`src/rtl/switch_block_pkg.sv`:
```
// rtl/switch_block_pkg.sv - shared indices, mux code type and config FSM states for the switch block
// Contents:
//   NORTH/EAST/SOUTH/WEST            side indices into the side track arrays
//   NORTHWEST/NORTHEAST/...          corner indices into the corner input vector
//   sel_t, SEL_ZERO                  3-bit output mux code; SEL_ZERO drives a constant 0
//   cfg_state_t                      configuration load/commit state
package switch_block_pkg;

    localparam int NORTH = 0;
    localparam int EAST  = 1;
    localparam int SOUTH = 2;
    localparam int WEST  = 3;

    localparam int NORTHWEST = 0;
    localparam int NORTHEAST = 1;
    localparam int SOUTHEAST = 2;
    localparam int SOUTHWEST = 3;

    typedef logic [2:0] sel_t;

    // Code 1 would select the mux's own side, which is tied low instead
    localparam sel_t SEL_ZERO = 3'd1;

    typedef enum logic [1:0] {
        CFG_UNCONFIGURED,
        CFG_SHIFTING,
        CFG_LOADED,
        CFG_ACTIVE
    } cfg_state_t;

endpackage

```
`src/rtl/switch_mux8.sv`:
```
// rtl/switch_mux8.sv - combinational 8:1 track mux
// Ports:
//   sel      mux code selecting one of the eight sources
//   sources  candidate source bits, indexed by mux code
//   muxOut   selected source
module switch_mux8
    import switch_block_pkg::*;
(
    input  sel_t       sel,
    input  logic [7:0] sources,
    output logic       muxOut
);

    always_comb begin
        muxOut = sources[sel];
    end

endmodule

```
`src/rtl/switch_block_param.sv`:
```
// rtl/switch_block_param.sv - parametrised routing switch block with shadowed, committed configuration
// Optional feature macro: SWITCH_BLOCK_CFG_PARITY_EN (adds an even-parity bit at the chain tail)
// Ports:
//   i_ConfigClock        single clock for all logic
//   i_Reset              synchronous, active-high reset
//   i_ConfigShiftEnable  shift one config bit this cycle
//   i_ConfigShiftInput   serial config data in
//   o_ConfigShiftOutput  registered chain output to the next tile
//   i_ConfigCommit       request shadow -> active transfer
//   o_ConfigDone         active configuration is valid
//   o_ConfigError        sticky: commit attempted on an incomplete or corrupt load
//   i_SideInputs         [side][track] inputs, side N=0,E=1,S=2,W=3
//   o_SideOutputs        [side][track] outputs
//   i_CornerInputs       corner inputs NW=0,NE=1,SE=2,SW=3
module switch_block_param
    import switch_block_pkg::*;
#(
    parameter int TRACK_WIDTH = 4
) (
    input  logic                         i_ConfigClock,
    input  logic                         i_Reset,
    input  logic                         i_ConfigShiftEnable,
    input  logic                         i_ConfigShiftInput,
    output logic                         o_ConfigShiftOutput,
    input  logic                         i_ConfigCommit,
    output logic                         o_ConfigDone,
    output logic                         o_ConfigError,
    input  logic [3:0][TRACK_WIDTH-1:0]  i_SideInputs,
    output logic [3:0][TRACK_WIDTH-1:0]  o_SideOutputs,
    input  logic [3:0]                   i_CornerInputs
);

    localparam int CFG_BITS = 4 * TRACK_WIDTH * 3;
`ifdef SWITCH_BLOCK_CFG_PARITY_EN
    localparam int CHAIN_LEN = CFG_BITS + 1;
`else
    localparam int CHAIN_LEN = CFG_BITS;
`endif
    localparam int CNT_W = $clog2(CHAIN_LEN + 1);
    localparam logic [CNT_W-1:0] CNT_FULL = CNT_W'(CHAIN_LEN);

    logic [CHAIN_LEN-1:0] shadowReg;
    logic [CFG_BITS-1:0]  activeReg;
    logic [CNT_W-1:0]     bitCount;
    logic [CNT_W-1:0]     nextCount;
    cfg_state_t           cfgState;

    logic [CFG_BITS-1:0]  shadowFields;
    logic                 loadComplete;
    logic                 parityOk;
    logic                 commitValid;

    // Routing fields sit above the optional parity bit, which is always shadow[0]
    assign shadowFields = shadowReg[CHAIN_LEN-1 -: CFG_BITS];
    assign loadComplete = (bitCount == CNT_FULL);

`ifdef SWITCH_BLOCK_CFG_PARITY_EN
    assign parityOk = ~^shadowReg;
`else
    assign parityOk = 1'b1;
`endif

    // Commit looks at the pre-shift shadow and count, even if a shift happens in the same cycle
    assign commitValid = i_ConfigCommit && loadComplete && parityOk;

    always_comb begin
        nextCount = bitCount;
        if (i_ConfigShiftEnable) begin
            if (commitValid) begin
                nextCount = CNT_W'(1);
            end else if (!loadComplete) begin
                nextCount = bitCount + 1'b1;
            end
        end else if (commitValid) begin
            nextCount = '0;
        end
    end

    always_ff @(posedge i_ConfigClock) begin
        if (i_Reset) begin
            shadowReg           <= '0;
            activeReg           <= {(4 * TRACK_WIDTH){SEL_ZERO}};
            bitCount            <= '0;
            cfgState            <= CFG_UNCONFIGURED;
            o_ConfigShiftOutput <= 1'b0;
            o_ConfigDone        <= 1'b0;
            o_ConfigError       <= 1'b0;
        end else begin
            bitCount <= nextCount;

            if (i_ConfigShiftEnable) begin
                shadowReg           <= {shadowReg[CHAIN_LEN-2:0], i_ConfigShiftInput};
                o_ConfigShiftOutput <= shadowReg[CHAIN_LEN-1];
            end

            if (i_ConfigCommit) begin
                if (commitValid) begin
                    activeReg     <= shadowFields;
                    o_ConfigDone  <= 1'b1;
                    o_ConfigError <= 1'b0;
                end else begin
                    o_ConfigError <= 1'b1;
                end
            end

            case (cfgState)
                CFG_UNCONFIGURED: begin
                    if (i_ConfigShiftEnable) begin
                        cfgState <= CFG_SHIFTING;
                    end
                end
                CFG_SHIFTING: begin
                    if (nextCount == CNT_FULL) begin
                        cfgState <= CFG_LOADED;
                    end
                end
                CFG_LOADED: begin
                    // A shift alongside the commit already starts the next load
                    if (commitValid) begin
                        cfgState <= i_ConfigShiftEnable ? CFG_SHIFTING : CFG_ACTIVE;
                    end
                end
                CFG_ACTIVE: begin
                    if (i_ConfigShiftEnable) begin
                        cfgState <= CFG_SHIFTING;
                    end
                end
                default: cfgState <= CFG_UNCONFIGURED;
            endcase
        end
    end

    // Code 2m selects corner (s+m)%4, code 2m+1 selects side (s+m)%4; own side (code 1) is tied low
    for (genvar s = 0; s < 4; s++) begin : g_side
        for (genvar t = 0; t < TRACK_WIDTH; t++) begin : g_track
            logic [7:0] muxSources;

            for (genvar m = 0; m < 4; m++) begin : g_src
                assign muxSources[2*m] = i_CornerInputs[(s + m) % 4];
                if (m == 0) begin : g_own
                    assign muxSources[1] = 1'b0;
                end else begin : g_other
                    assign muxSources[2*m+1] = i_SideInputs[(s + m) % 4][t];
                end
            end

            switch_mux8 u_mux (
                .sel     (sel_t'(activeReg[(s * TRACK_WIDTH + t) * 3 +: 3])),
                .sources (muxSources),
                .muxOut  (o_SideOutputs[s][t])
            );
        end
    end

endmodule

```
`config.mk`:
```
export PLATFORM = sky130hd
export DESIGN_NAME = switch_block_param
export DESIGN_NICKNAME = d
export VERILOG_FILES = /design/src/rtl/switch_block_pkg.sv /design/src/rtl/switch_mux8.sv /design/src/rtl/switch_block_param.sv
export SDC_FILE = /design/constraint.sdc
export NUM_CORES = 1
export LEC_CHECK = 0
export ABC_CLOCK_PERIOD_IN_PS = 2200
export CORE_MARGIN = 1.5
export CORE_UTILIZATION = 50
export CTS_BUF_LIST = sky130_fd_sc_hd__clkbuf_16
export CTS_CLUSTER_DIAMETER = 200
export CTS_CLUSTER_SIZE = 14
export DETAILED_ROUTE_END_ITERATION = 10
export PLACE_DENSITY = 0.79
export RECOVER_POWER = 25
export SETUP_SLACK_MARGIN = 0.15
export SYNTH_ARGS = -nofsm -noshare
export SYNTH_HDL_FRONTEND = slang
export SYNTH_SLANG_ARGS = --single-unit
```
`constraint.sdc`:
```
create_clock -name i_ConfigClock -period 2.2 [get_ports i_ConfigClock]
set_input_delay 0.33 -clock i_ConfigClock [delete_from_list [all_inputs] [get_ports i_ConfigClock]]
set_output_delay 0.33 -clock i_ConfigClock [all_outputs]
set_load 0.02 [all_outputs]
```
run_1/m4.png
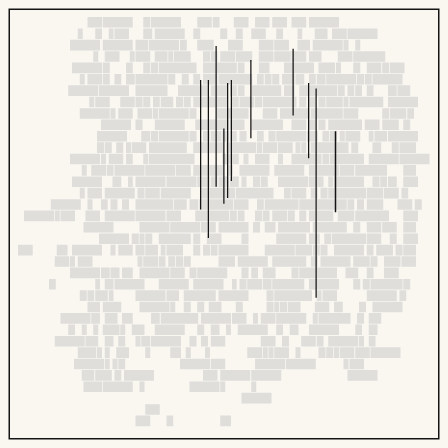
The layer carries 290 um of wire. The longest straight run is 49.6 um. The wires run mostly vertical.

run_1/congestion_map.png
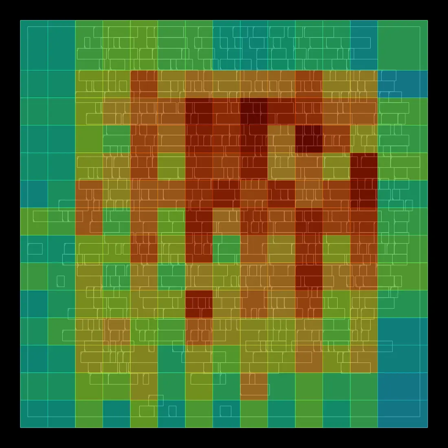
Core Util, Final: 0.586
busiest metal layer after global routing: met2
met2 Usage GRT: 0.391
total track usage: 0.242

run_1/closeup.png
Window x 64 to 89, y 13 to 38 um. Cells in gray, sequential cells in the stronger gray; small squares are vias.
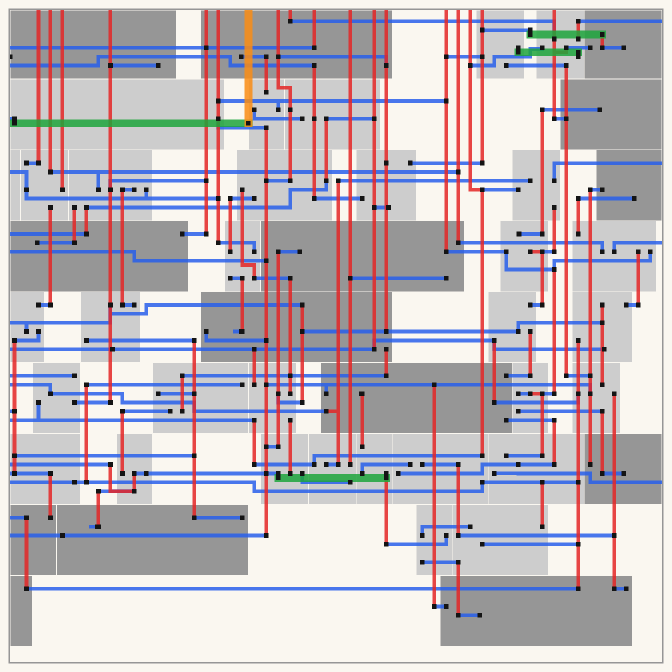
Key: M2 = red; M3 = green; M1 = blue; M4 = orange
40 logic cells have their middle in the window. Most frequent: mux2i_1 (7), dfxtp_1 (7), nor2_1 (6). Netlist names of flops here include shadowFields (5), activeReg (4). Sequential cells in the window: 9.

run_1/floorplan.png
Bar = 20 um. Pins as bars on the die edge. Tap cells in gray.
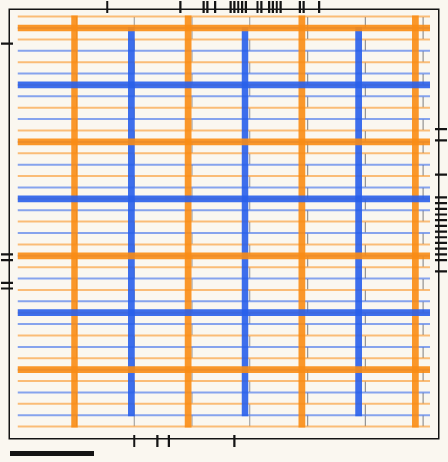
Key: VSS = orange; VDD = blue
7 straps on met5. 133 tap cells. The core has 36 rows.
worst voltage drop across the vdd grid: 0.317 mV
area inside the core boundary: 0.00964 sq mm
die extent in y: 102 um
DIE WIDTH: 102 um

==> results.txt, run 1 <==
The layout was made with Yosys and OpenROAD.

The run finished with clean final reports. The chip area line of the yosys report is between 0.004 and 0.005 sq mm. The power drawn by the sequential cells is 1.92 mW. The tally of buffers added on design ports is between 40 and 50.

The instance count along the most critical hold path is 3. The maximum fanout along the worst path is 8. The number of buffers and inverters on the critical path is 3.

The post-route non-filler standard cell count is 662. The combinational power is 0.269 mW. The fraction of layout instances using a drive strength above 1 is 0.183. During tapcell insertion the tool placed 133 well taps. For this design, the slowest cell found on the critical path is mux4_2. The post-synthesis share of cell area spent on xor and xnor gates is 0.00356. The post-CTS clock slew at the launch and capture registers of the worst setup and hold paths is 0.06 ns.

The area share of the largest cell type after synthesis is 0.427. The remaining design rule violation count is 0. The tool warning count is 28.

The kind of end point of the critical path is an output pin. Setup repair after global routing left no endpoint under its margin. Hold timing on the final database bottoms out at a slack of 0.353 ns.

Traced cell by cell, the critical path runs through dlygate4sd2_1 > buf_6 > mux4_2 > mux2_2 > buf_4. The library cells used most frequently in the layout, excluding fill and tap cells, are 92 x dfxtp_1, 65 x a21oi_1, 64 x mux2i_1. The fraction of area in registers is 0.375. The final-layout non-clock buffer area share is 0.101. The maximum level of the CTS H-tree is 3. The largest total area in the synthesized netlist belongs to dfxtp_1.

Summing all non-filler instances in the final layout gives an area of 0.00565 sq mm. Of the total synthesized cell area, the portion taken by AND-OR and OR-AND cells is 0.142. Per Yosys stat, the portion of area used by sequential elements is 0.427. The proportion of cell area spent on the clock network is 0.0512. The total detailed-routing wirelength is 12,100 um. The number of cells reported by Yosys stat comes to between 500 and 600. The layout report gives the multi-input gate share of total cell area as 0.440. After detailed placement, the design holds a cell count of approximately 640. Of the total synthesized cell area, the portion taken by AND, OR, NAND and NOR gates is 0.115. The detail-routed net length per standard cell is 18.2 um.

Per the post-synthesis report, the nets total 536. Detailed routing placed a total of between 800 and 900 um of wire on met3. The quantity of gates resized following cts is 83. RePlAce ended its routability-driven mode at a weighted congestion of 0.872. The number of distinct library cells after synthesis is 36. Leaving out buffers and inverters, the combinational logic in the layout accounts for 0.00249 sq mm. The clock buffer count in the final layout is 9. The layout report lists the combined flip-flop and latch area as 0.00212 sq mm.

Summed over all nets, wire length on met2 after detailed routing comes to between 5000 and 6000 um. The most frequently used library cell after synthesis is dfxtp_1. The synthesis report names the predominant flop master as dfxtp_1. The category of the most critical setup path is input pin to output pin. The first global-routing pass estimated 19,500 um of wire. The critical hold path startpoint is i_ConfigShiftEnable. The combinational family with the most area after synthesis is multiplexers. STA shows the worst reg2reg path with a cell count of 6.

Of the total power, the share spent switching nets is 0.225. Max-slew check failures listed in the final report amount to 0. Of the total power, registers draw 0.512. Across all setup checks in the final design, the least slack found is 0.187 ns.

The largest cell class by area is logic gates. Hold repair after CTS inserted 0 buffers. Looking at the group totals, the largest power group turns out to be sequential cells. The routed via count divided by cell count is 5.98. Per the timing report, the achievable frequency comes out to ~500 MHz. The number of sequential cells is 105. The post-DP HPWL is about 7300 um. Synthesis produced a netlist whose cell count is 509. The first-iteration detailed-routing DRC count is 344. The vias after detailed routing is roughly 4k. The terminating pin of the worst hold path is bitCount[0]. Overall power consumption after layout is estimated at roughly 3.7 mW. The count of nets left with antenna violations after detail routing is 0. Counting only logic cells after layout, the most numerous master is dfxtp_1.

The switching power summed over all nets is 0.843 mW. The average size of a mapped cell is 9.67 sq um. According to the timing report, the arrival time at the worst endpoint equals 1.68 ns. Detailed placement reports a standard cell area of between 0.005 and 0.006 sq mm. The topmost layer with routed signal wires is met4. The leakage power is 2.19 nW. Counting endpoints that fail hold in the final report gives 0.

The layout has roughly 62 buffers outside the clock class. The share of total power dissipated in the clock network is 0.416. The worst flop-to-flop path endpoint is activeReg[39]. The global routing report lists met1 layer usage as 0.321. The area added between synthesis and finish is 14.7%. The iteration count recorded for the first detailed-route pass is 5.

The clock skew is roughly 0.007 ns. The skew report gives the latency at the later pin of the worst-skew pair as about 0.34 ns. Per the post-place timing report, worst setup slack is -0.374 ns. Cell internal power was estimated by the tool at 2.90 mW.

The area of the mapped netlist is about 0.005 sq mm. The worst slew slack as a fraction of its limit is 0.0315. Power attributed to the clock group is 1.56 mW.

On the worst path, the slowest cell contributes a delay of 0.47 ns. The startpoint of the most critical register-to-register path is bitCount[0]. According to the I/O placement log, the pin count is around 44. The start point of the critical path is i_CornerInputs[1]. The number of global-route vias before repair came to 3,799.

Counting the warning lines in the Yosys log gives 0. The total routed wire length on the met1 layer is 5030 um. The clock period minus worst slack is 2.01 ns. The period utilization is 0.915. The tool flagged a number of max-cap violations equal to 0. The required time at the worst endpoint is listed as 1.87 ns. The cell depth of the worst setup path is 5. The number of antenna violations at the first check in global routing is 0.

The largest net degree at the start of global routing is about 72. The effective utilization at floorplan is 0.511. For this run, asynchronously set or reset flops after synthesis account for 0. The master cell of the clock root buffer is clkbuf_16. The total overflow left after global routing is 0. Yosys reported a register bit count of 105. The floorplan has 36 rows. The number of setup buffers added after CTS is 0.

The TritonCTS buffer count is 9. The die covers 0.0104 sq mm. For this run, the script counts the antenna cells in the layout as 0.

The met3 layer usage reported by global route is 0.0486. The path class of the lowest-slack min-delay path is input pin to flip-flop.
run_1/layers.png
Only two layers are drawn.
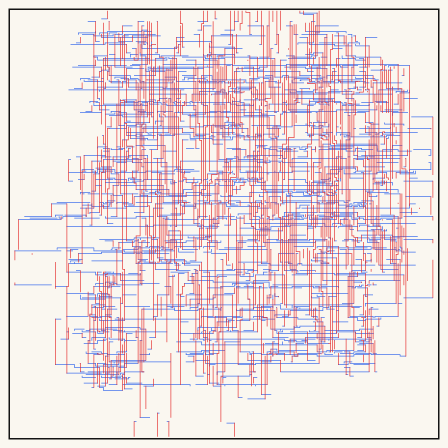

## Run 2: what changed since run 1
--- a/config.mk
+++ b/config.mk
@@ -14,7 +14,6 @@
 export DETAILED_ROUTE_END_ITERATION = 10
 export PLACE_DENSITY = 0.79
 export RECOVER_POWER = 25
-export SETUP_SLACK_MARGIN = 0.15
 export SYNTH_ARGS = -nofsm -noshare
 export SYNTH_HDL_FRONTEND = slang
 export SYNTH_SLANG_ARGS = --single-unit
run_2/layers.png
Only two layers are drawn.
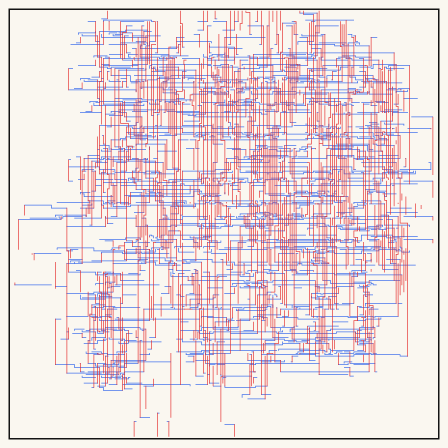
Key: M2 = red [wire length 5,890 um]; M1 = blue [wire length 5,070 um]
final wirelength: 12,100 um
post-DR wirelength/cell: 18.3 um

==> run 2 against run 1 <==
Compared with the run above:
- sequential cell count is the same
- design area decreased by 0.47%
- synthesized area is the same
- total power rose by 0.13%
- largest cell class unchanged
- largest power group unchanged
==> results.txt, run 2 <==
The layout was made with Yosys and OpenROAD.

Measured against the total synthesized area, the mux share comes to 0.240. The post-CTS clock slew at the launch and capture registers of the worst setup and hold paths is 0.06 ns. Sorting the synthesis cell report by count puts at the top dfxtp_1. Power attributed to the clock group is around 1.6 mW. The power drawn by the sequential cells is 1.92 mW. According to the timing report, the arrival time at the worst endpoint equals 1.83 ns.

No sink is reached through more buffers than the 2 on the longest clock path. For this run, the detailed router's first-pass iteration total came to 5. The leakage power is 2.20 nW. The area fraction in full adders, half adders and majority gates is 0.00508. The number of buffers inserted for hold repair after clock tree synthesis is 0.

The chip area is 0.0104 sq mm. The routed length on met2 is 5890 um. The worst setup path is captured at an output pin.

The post-route utilization of the core is recorded as 0.583. The layer with the highest usage is met2. The chip area line of the yosys report is roughly 0.005 sq mm. The core outline area is 0.00964 sq mm. The width of the chip is 102 um.

44 I/O pins were placed. The proportion of cell area spent on the clock network is 0.0514. For reference, the placement row count at floorplan is 36.

The wire-length estimate of the detail-placed layout is 7300 um. There are 105 flip-flops and latches. After synthesis, the netlist uses 36 different library cells. The synthesized design contains 105 register bits. The hold violation total from the final report is 0.

The number of buffers and inverters on the critical path is 3. Looking at the cell usage after synthesis, the top flip-flop cell is dfxtp_1. The storage element area is 0.00210 sq mm. The cell sequence reported for the critical path is clkdlybuf4s50_1 > buf_6 > mux4_2 > mux2_2 > buf_2. The area of the mapped netlist is slightly below 0.005 sq mm. Summed over all nets, wire length on met3 after detailed routing comes to 889 um. The kind of cell adding the most delay to the critical path is multiplexers. Per the post-synthesis stats, the area per cell is 9.67 sq um. Gates resized during post-CTS repair numbered around 66.

Once placement finished, the instance area stood at 0.00538 sq mm. The area added between synthesis and finish is 14.2%. Per the layout area report, the sequential fraction of cell area is 0.374. The share of total power dissipated in combinational logic is 0.071. The tally of buffers added on design ports is 43. For the worst-skew pair, the clock arrives at the later sink with an insertion delay of 0.35 ns. Per STA, the endpoint of the critical path is o_SideOutputs[4]. The layout report gives the multi-input gate share of total cell area as 0.442.

By count the netlist is led by 105 x dfxtp_1, 65 x a21oi_1, 64 x mux2i_1. TritonCTS built the clock tree. The switching power summed over all nets is roughly 0.85 mW. The top cell type by total area after synthesis is dfxtp_1. The clock skew is 0.00671 ns. The post-route non-filler standard cell count is approximately 660.

Based on the critical path, the design can be clocked at up to 462 MHz. Counting buffers and inverters, the worst setup path is 5 cells deep. The run finished with clean final reports.

The first-iteration detailed-routing DRC count is a little over 400. The maximum level of the CTS H-tree is 3. The combined global-route utilization of all metal layers is 0.237. The global-route wire length before repair is 19,200 um. The most common logic cell in the routed design is dfxtp_1. The flow inserted 133 tap cells.

The path with the worst hold slack has its endpoint at bitCount[0]. Summing over the stages, the warning tally comes to 27. The share of flip-flops with an asynchronous set or reset is 0. The transition time of the tightest slew-check pin is 1.46 ns. The worst setup path is launched from an input pin. The number of global-route vias before repair was 3,777. Setup repair after global routing left no endpoint under its margin. The worst-case reg-to-reg path depth is 6. After filler insertion, the fill cell instance count of the layout stands at 843. The final timing report lists a max-slew violation count of 0. The number of diodes added for antenna fixing is 0. The clock buffer count in the final layout is 9. The worst path in the final design needs a cycle of 2.16 ns, including I/O delays and setup. The highest-power group is sequential cells.

The worst supply voltage drop on vdd is 0.316 mV. The area of all placed cells without fillers is 0.00562 sq mm. Routability-driven placement finished with a final weighted congestion of 0.872. TritonCTS created 9 clock buffers. The effective utilization at floorplan is 0.511. The topmost layer with routed signal wires is met4. The maximum fanout along the worst path is 16. The layout has 61 buffers outside the clock class. The cell class with the largest area share is logic gates. The combinational power is roughly 0.27 mW.

Once detail routing completed, the nets flagged for antenna violations numbered 0. The number of antenna violations at the first check in global routing is 0. The remaining design rule violation count is 0.

The final-layout non-clock buffer area share is 0.0993. The instance count after placement with tap cells included is about 640. Global routing finished with a remaining overflow of 0. The worst flop-to-flop path endpoint is activeReg[12]. The area share of the largest cell type after synthesis is 0.427.

The slowest stage of the critical path belongs to the cell mux4_2. Yosys attributes the largest share of cell area to dfxtp_1 43%, mux2i_1 13%, mux4_2 7.3%. The clock drives 105 sinks. Of the total power, the share spent switching nets is 0.227. The met3 layer usage reported by global route is 0.0581.

Once routing completed, OpenROAD measured the worst setup slack at roughly 0.035 ns. Of the synthesized area, sequential elements account for 0.427. The instance count along the most critical hold path is 3. The share of total power in sequential cells is 0.512.

The path class of the lowest-slack min-delay path is input pin to flip-flop. The floorplan net count is 536. The worst slew slack as a fraction of its limit is 0.0254. The largest net degree at the start of global routing is 72. The number of maximum-capacitance violations is 0. The internal power consumption is 2.90 mW. After synthesis, the largest family of logic cells by area is multiplexers. In the final layout, excluding clock inverters the inverter count is 5. The routed via count divided by cell count is 5.98. The post-synth tally of flip-flops with integrated enable is 0. On the worst path, the slowest cell contributes a delay of 0.47 ns.

Per the synthesis report, the AND-OR/OR-AND share of the synthesized area is 0.142. Of the total synthesized cell area, the portion taken by XOR and XNOR cells is 0.00356. The startpoint of the most critical register-to-register path is bitCount[0]. The required time of the critical path is 1.87 ns. The launch point of the worst min-delay path is recorded as i_ConfigShiftEnable. The number of multi-input logic gates is 341. The start point of the critical path is i_CornerInputs[0]. The part of the power in the clock network is 0.417. The ratio of total power to cell area is 667 mW/mm^2.

met1 track demand over resource after global routing is 0.318. The total of endpoints with negative setup slack in the final report is 0. The cell count listed in synth_stat.txt is 509. The minimum setup slack after placement is -0.374 ns. Looking at the setup timing report, the critical path kind is input pin to output pin. The vertical die dimension is 102 um. Across all layers, the routed design uses 3,954 vias. The fraction of layout instances using a drive strength above 1 is 0.157. The total routed wire length on the met1 layer is 5070 um. The master cell of the clock root buffer is clkbuf_16.

The number of setup buffers added after CTS is 0. After layout, the design draws a total of between 3 and 4 mW. The area fraction in and, or, nand and nor cells after synthesis is 0.115. The worst hold slack is 0.345 ns.

The library cells used most frequently in the layout, excluding fill and tap cells, are 105 x dfxtp_1, 65 x a21oi_1, 64 x mux2i_1. The multi-input gate area in the final layout is between 0.002 and 0.0025 sq mm. The period utilization is 0.984.

The yosys warning tally is 0. met2 track demand over resource after global routing is 0.379. The synthesized instance count is between 500 and 600.
run_2/closeup.png
Window x 64 to 89, y 13 to 38 um. Cells in gray, sequential cells in the stronger gray; small squares are vias.
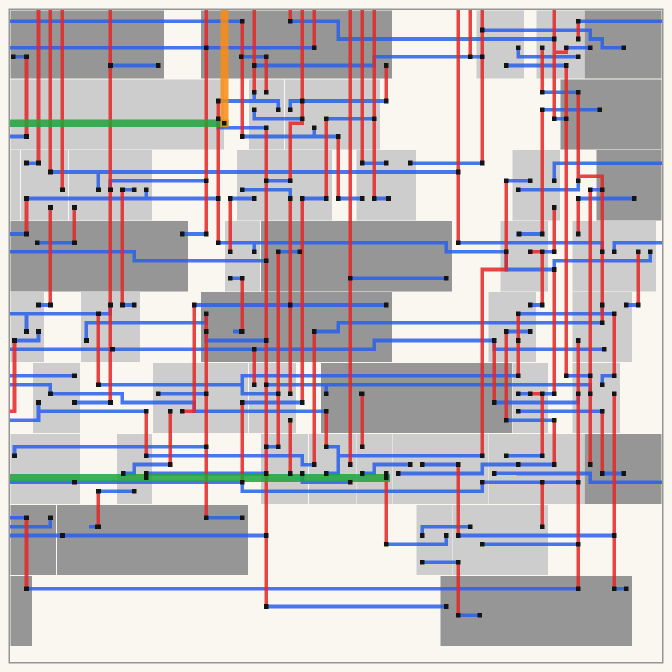
Key: M4 = orange; M3 = green; M1 = blue; M2 = red
Sequential cells in the window: 9. 40 logic cells have their middle in the window. Most frequent: dfxtp_1 (9), mux2i_1 (7), nor2_1 (6). Netlist names of flops here include shadowFields (5), activeReg (4).

No activity file was given, so power comes from the tool's default toggle rates.
